File: src/rtl/mem_arbiter.sv
// Two-port arbiter for the unified memory port: core (port 0) vs loader/debug (port 1).
// Define ARB_ROUND_ROBIN_EN for round-robin contention; fixed port-0 priority otherwise.
module mem_arbiter #(
    parameter int unsigned AW        = 32,
    parameter int unsigned DW        = 32,
    parameter int unsigned MAX_BURST = 4
) (
    input  logic          clk,
    input  logic          resetn,
    input  logic          req0,
    input  logic          req1,
    input  logic          lock0,
    input  logic          lock1,
    input  logic          we0,
    input  logic          we1,
    input  logic [AW-1:0] addr0,
    input  logic [AW-1:0] addr1,
    input  logic [DW-1:0] wdata0,
    input  logic [DW-1:0] wdata1,
    output logic          gnt0,
    output logic          gnt1,
    output logic          rvalid0,
    output logic          rvalid1,
    output logic [DW-1:0] rdata,
    output logic [AW-1:0] mem_address,
    output logic [DW-1:0] mem_wdata,
    input  logic [DW-1:0] mem_rdata,
    output logic          mem_we
);

    typedef enum logic [1:0] {
        IDLE = 2'd0,
        ACC0 = 2'd1,
        ACC1 = 2'd2
    } state_t;

    localparam logic [3:0] BURST_LIM = 4'(MAX_BURST - 1);

    state_t     state;
    state_t     state_nxt;
    logic [3:0] burst_cnt;
    logic [3:0] burst_cnt_nxt;
    logic       burst_full;

`ifdef ARB_ROUND_ROBIN_EN
    logic       rr_last;   // 1 = port 1 was granted most recently
`endif

    // >= rather than == so an owner that ran past the limit uncontended still yields
    assign burst_full = (burst_cnt >= BURST_LIM);

    always_comb begin
        state_nxt = IDLE;
        if (req0 && req1) begin
`ifdef ARB_ROUND_ROBIN_EN
            state_nxt = rr_last ? ACC0 : ACC1;
`else
            state_nxt = ACC0;
`endif
            if ((state == ACC0) && lock0) state_nxt = ACC0;
            if ((state == ACC1) && lock1) state_nxt = ACC1;
            if ((state_nxt == state) && burst_full)
                state_nxt = (state == ACC0) ? ACC1 : ACC0;
        end else if (req0) begin
            state_nxt = ACC0;
        end else if (req1) begin
            state_nxt = ACC1;
        end
    end

    always_comb begin
        burst_cnt_nxt = '0;
        if ((state_nxt != IDLE) && (state_nxt == state))
            burst_cnt_nxt = (burst_cnt == 4'hF) ? burst_cnt : burst_cnt + 4'd1;
    end

    always_ff @(posedge clk or negedge resetn) begin
        if (!resetn) begin
            state     <= IDLE;
            burst_cnt <= '0;
        end else begin
            state     <= state_nxt;
            burst_cnt <= burst_cnt_nxt;
        end
    end

`ifdef ARB_ROUND_ROBIN_EN
    always_ff @(posedge clk or negedge resetn) begin
        if (!resetn) begin
            rr_last <= 1'b1;
        end else if (state_nxt == ACC0) begin
            rr_last <= 1'b0;
        end else if (state_nxt == ACC1) begin
            rr_last <= 1'b1;
        end
    end
`endif

    always_comb begin
        gnt0        = 1'b0;
        gnt1        = 1'b0;
        mem_address = '0;
        mem_wdata   = '0;
        mem_we      = 1'b0;
        case (state)
            ACC0: begin
                gnt0        = 1'b1;
                mem_address = addr0;
                mem_wdata   = wdata0;
                mem_we      = we0;
            end
            ACC1: begin
                gnt1        = 1'b1;
                mem_address = addr1;
                mem_wdata   = wdata1;
                mem_we      = we1;
            end
            default: ;
        endcase
    end

    always_ff @(posedge clk or negedge resetn) begin
        if (!resetn) begin
            rdata   <= '0;
            rvalid0 <= 1'b0;
            rvalid1 <= 1'b0;
        end else begin
            rvalid0 <= (state == ACC0) && !we0;
            rvalid1 <= (state == ACC1) && !we1;
            if (((state == ACC0) && !we0) || ((state == ACC1) && !we1))
                rdata <= mem_rdata;
        end
    end

endmodule

File: config.mk
export PLATFORM = sky130hd
export DESIGN_NAME = mem_arbiter
export DESIGN_NICKNAME = d
export VERILOG_FILES = /design/src/rtl/mem_arbiter.sv
export SDC_FILE = /design/constraint.sdc
export NUM_CORES = 1
export LEC_CHECK = 0
export CAP_MARGIN = 20
export CORE_AREA = 2 2 103 105
export CTS_CLUSTER_DIAMETER = 100
export DETAILED_ROUTE_END_ITERATION = 10
export DIE_AREA = 0 0 105 107
export GPL_TIMING_DRIVEN = 0
export PLACE_DENSITY = 0.73
export SLEW_MARGIN = 20
export SYNTH_ARGS = -nofsm -noshare
export SYNTH_HDL_FRONTEND = slang
export SYNTH_SLANG_ARGS = --single-unit
export TNS_END_PERCENT = 20
File: constraint.sdc
create_clock -name clk -period 2.3 [get_ports clk]
set_input_delay 0.345 -clock clk [delete_from_list [all_inputs] [get_ports clk]]
set_output_delay 0.345 -clock clk [all_outputs]
set_load 0.01 [all_outputs]
Fig. 1: run 1, cell area per tile
Scale: 4 px per µm. The die is cut into 10 by 11 equal tiles; dark blue is low, red is high, 0 to 100% covered.
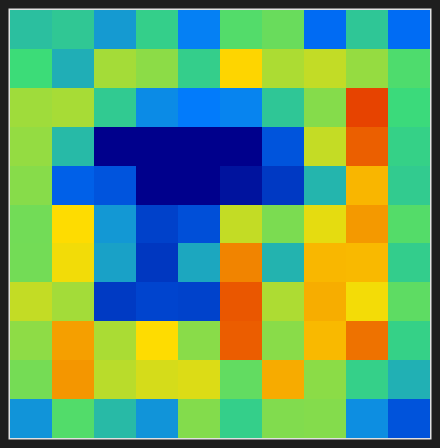
- mean over tiles: 50%
- tiles over 75% full: 14%
- fullest tile: 92%
Initial Util: 25.43%
total core area: 0.01009 mm²
Core Util, Final: 56.74%

Fig. 2: run 1, met1 routing
Scale: 4 px per µm. Supply wires on this layer in gray.
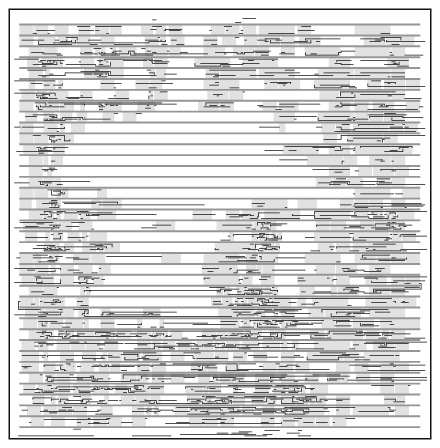
- main direction: horizontal
- longest straight run: 52.0 µm
- wire length on this layer: 4510 µm
- share of all routed wire: 39%
- nets with wire on the layer: 614
met1 usage: 22.30%
Vias: 3201

==> summary.txt, run 1 <==
crit path DAT = 1950 ps
Top Registers = rdata (32), burst_cnt (4), state (2)
MI comb area = 0.001503 mm²
Adders+Majority by Area = 1.463%
FF/Latch Area = 0.001001 mm²
Final min period = 2291 ps
Worst setup SP type = flip-flop
Placed Instances = 668
CP endpoint kind = output port
Internal = 1.856 mW
CP Max Fanout = 10
most frequent cells in the layout = clkdlybuf4s50_1 (203), nor2_1 (70), a22oi_1 (53)
Sw Pwr = 0.7925 mW
Net Sw Frac = 29.92%
Finished Layout Cells = 679
Cell Type Count = 30
GPL Wtd Cong = 0.7959
chip area = 0.01124 mm²
Port Buffers = 267
Placement Setup Slack = -759.1 ps
Total Power = 2.649 mW
inverter count = 4
Tap Cells = 136
mux frac, synth = 18.82%
Die Y-Extent = 107 µm
layout cells sized above 1 = 16.94%
Cells after Synth = 264
yosys warns = 0
WS Path Type = reg2out
clk slew on worst S/H paths = 80 ps
comb area leader = AND-OR/OR-AND gates
vias in the first global route = 3335
CP required = 1960 ps
GR peak layer = met2
io pins = 269
later-pin clock latency in the skew report = 290 ps
max-cap viol count = 0
Biggest register = rdata
delay-heaviest family, CP = buffers and inverters
sequential power share = 33.8%
final tally of setup violations = 0
Comb pwr share = 48.9%
Hold Vio Cnt, Final = 0
non-clock buffer count in the final layout = 296
Worst Setup SP = state[0]
Clock Root Buffer = clkbuf_8
DP Area = 0.005431 mm²
flop2flop setup slack = 520 ps
clock sink count = 40
crit-path cells = inv_1 > ha_2 > buf_2 > nor2_1 > clkdlybuf4s50_1
Leading cell kind = buffers
post-DR wirelength/cell = 17.08 µm
worst hold endpoint = rdata[31]
Slew Viols, Final = 0
flop count = 40
YS chip area = 0.002566 mm²
VDD IR max = 0.2634 mV
Post-Route Skew = 9.933 ps
tool warnings = 30
CTS H-Tree Depth = 2
Top cell excl fill/tap = clkdlybuf4s50_1
DRC viols = 0
outcome = complete, no violations
setup_tns = 0 ps
M3 GR Usage = 6.201%
post-synth top area cell = dfrtp_1
critical path endpoint = mem_address[11]
initial antenna violation count = 0
# rows = 37
postcts setup bufs = 2
count leader, synth = nor2_1
M2 GR Usage = 36.22%
final instance area = 0.005727 mm²
Commonest flop = dfrtp_1
RSZ-0062 raised after global routing = yes
NonClk Buf Share = 51.52%
largest net degree at the start of global routing = 25
cell count of the worst hold path = 1
Routed met3 length = 1019 µm
post-CTS sizing = 101
Max-slew headroom = 71.21%
number of diodes = 0
Clock Power Share = 17.3%
post-synthesis sequential area ratio = 39.01%
Crit path depth = 5
Worst path slowest cell = clkdlybuf4s50_1
crit share post-route = 99.60%
r2r startpoint = state[0]
GR Overflow Total = 0
top cells, area = dfrtp_1 (39%), a22oi_1 (19%), mux2_4 (18%), nor2_1 (10%), clkbuf_1 (2.6%)
final wirelength = 11600 µm
GRT Overall Usage = 19.92%
first-iteration detailed-routing DRC count = 101
fraction of area in registers = 17.48%
Comb/total area = 26.24%
RR Endpoint = rdata[30]
cts bufs inserted = 5
syn avg cell area = 9.720 µm²
Highest Signal Layer = met4
P_seq = 0.896 mW
largest power group = combinational cells
Hold Crit Start = rdata[31]
first-pass GRT wire length = 17610 µm
worst reg-to-reg path cell count = 8
CP peak stage delay = 560 ps
Fig. 3: run 1, I/O nets highlighted
Scale: 2 px per µm.
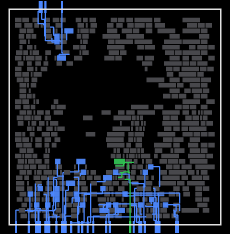
- `wdata0`: blue (bits 32; direction input; edge 28 bottom, 4 top; end cells 32; buffers 32; wire 816 µm)
- `gnt1`: green (bits 1; direction output; edge bottom; end cells 1; buffers 1; wire 51.1 µm)

==> run 2, diff against run 1 <==
- GPL_ROUTABILITY_DRIVEN: not set -> 0
- PLACE_DENSITY: 0.73 -> 0.76
- SLEW_MARGIN: 20 -> not set
- clock period: 2.3 -> 1.83 ns (I/O delays scaled with it)
Fig. 4: run 2, placement by cell class
Scale: 4 px per µm.
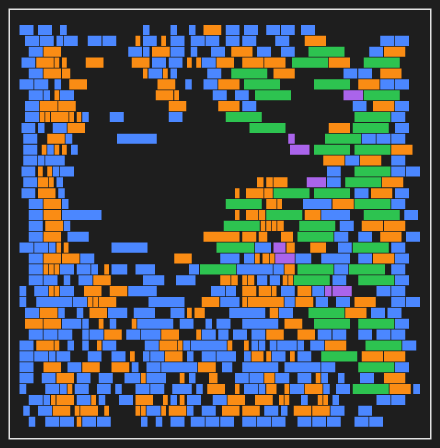
- registers: green (cells 40; share of their area 17%)
- remaining buffers and delay cells: blue (cells 312; share of their area 52%)
- clock drivers and dummy loads: purple (cells 8; share of their area 1.5%)
- remaining logic cells: orange (cells 199; share of their area 30%)

Fig. 5: run 2, I/O nets highlighted
Scale: 2 px per µm.
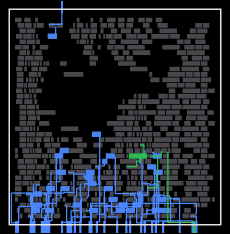
- `wdata0`: blue (bits 32; direction input; edge 31 bottom, 1 top; end cells 32; buffers 32; wire 1010 µm)
- `gnt1`: green (bits 1; direction output; edge bottom; end cells 1; buffers 2; wire 102 µm)
Port Buffers: 267
io pins: 269

Fig. 6: run 2, met1 routing
Scale: 4 px per µm. Supply wires on this layer in gray.
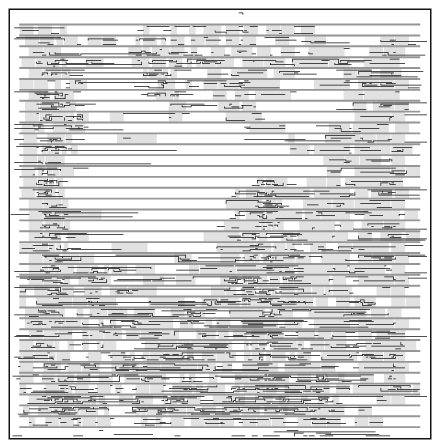
- main direction: horizontal
- wire length on this layer: 5170 µm
- nets with wire on the layer: 631
final wirelength: 13230 µm
met1 usage: 25.74%

==> run 2 against run 1 <==
Clock skew shrank 2.5 ps; the flow now finishes with violations (setup timing); non-clock buffer count grew 16; largest power group unchanged; combinational power grew 41%; sequential share of layout area shrank 1.1 points.
==> summary.txt, run 2 <==
clk slew on worst S/H paths = 70 ps (about the same)
final tally of setup violations = 95 (+95)
Hold Vio Cnt, Final = 0 (unchanged)
# rows = 37 (unchanged)
flop count = 40 (unchanged)
first-pass GRT wire length = 19590 µm (+11%)
Commonest flop = dfrtp_1
FF/Latch Area = 0.001002 mm² (+0.12%)
post-route setup slack = -153.4 ps
CTS H-Tree Depth = 2 (unchanged)
outcome = complete, but fails checks
WS Path Type = reg2reg
vias in the first global route = 3574 (+7.2%)
count leader, synth = nor2_1
CP required = 2000 ps (+40 ps)
CP Max Fanout = 10 (unchanged)
Clock Root Buffer = clkbuf_8
Post-Route Skew = 7.451 ps (-2.482 ps)
layout cells sized above 1 = 39.53% (+23 points)
Final min period = 1983 ps
flop2flop setup slack = -150 ps (-670 ps)
later-pin clock latency in the skew report = 290 ps (about the same)
yosys warns = 0 (unchanged)
clock sink count = 40 (unchanged)
r2r startpoint = state[1]
first-iteration detailed-routing DRC count = 111 (+9.9%)
MI comb area = 0.001765 mm² (+17%)
Comb pwr share = 51.9% (+3.0 points)
Vias = 3388 (+5.8%)
GR Overflow Total = 0 (unchanged)
mux frac, synth = 18.82% (unchanged)
post-CTS sizing = 398 (+290%)
Initial Util = 25.43% (unchanged)
sequential power share = 32.1% (-1.7 points)
fraction of area in registers = 16.39% (-1.1 points)
tool warnings = 31 (+3.3%)
violated checks = setup timing
crit-path cells = ha_4 > buf_4 > buf_4 > nor2b_1 > or2_1 > buf_6 > buf_12 > mux2_4
DRC viols = 0 (unchanged)
Tap Cells = 136 (unchanged)
number of diodes = 0 (unchanged)
largest net degree at the start of global routing = 41 (+64%)
Adders+Majority by Area = 1.463% (unchanged)
CP endpoint kind = flip-flop
most frequent cells in the layout = clkdlybuf4s50_1 (199), nor2_1 (69), buf_2 (65)
VDD IR max = 0.3303 mV (+25%)
Cell Type Count = 30 (unchanged)
RR Endpoint = rdata[16]
P_seq = 1.12 mW (+25%)
comb area leader = AND-OR/OR-AND gates
total core area = 0.01009 mm² (unchanged)
top cells, area = dfrtp_1 (39%), a22oi_1 (19%), mux2_4 (18%), nor2_1 (10%), clkbuf_1 (2.6%)
max-cap viol count = 0 (unchanged)
Comb/total area = 28.88% (+2.6 points)
Top Registers = rdata (32), burst_cnt (4), state (2)
largest power group = combinational cells
crit share post-route = 108.4%
non-clock buffer count in the final layout = 312 (+5.4%)
cts bufs inserted = 5 (unchanged)
post-synthesis sequential area ratio = 39.01% (unchanged)
Total Power = 3.500 mW (+32%)
M3 GR Usage = 5.897% (-0.30 points)
Worst setup SP type = flip-flop
Core Util, Final = 60.58% (+3.8 points)
Power figures rest on the tool's default switching activity, not on a simulated workload.
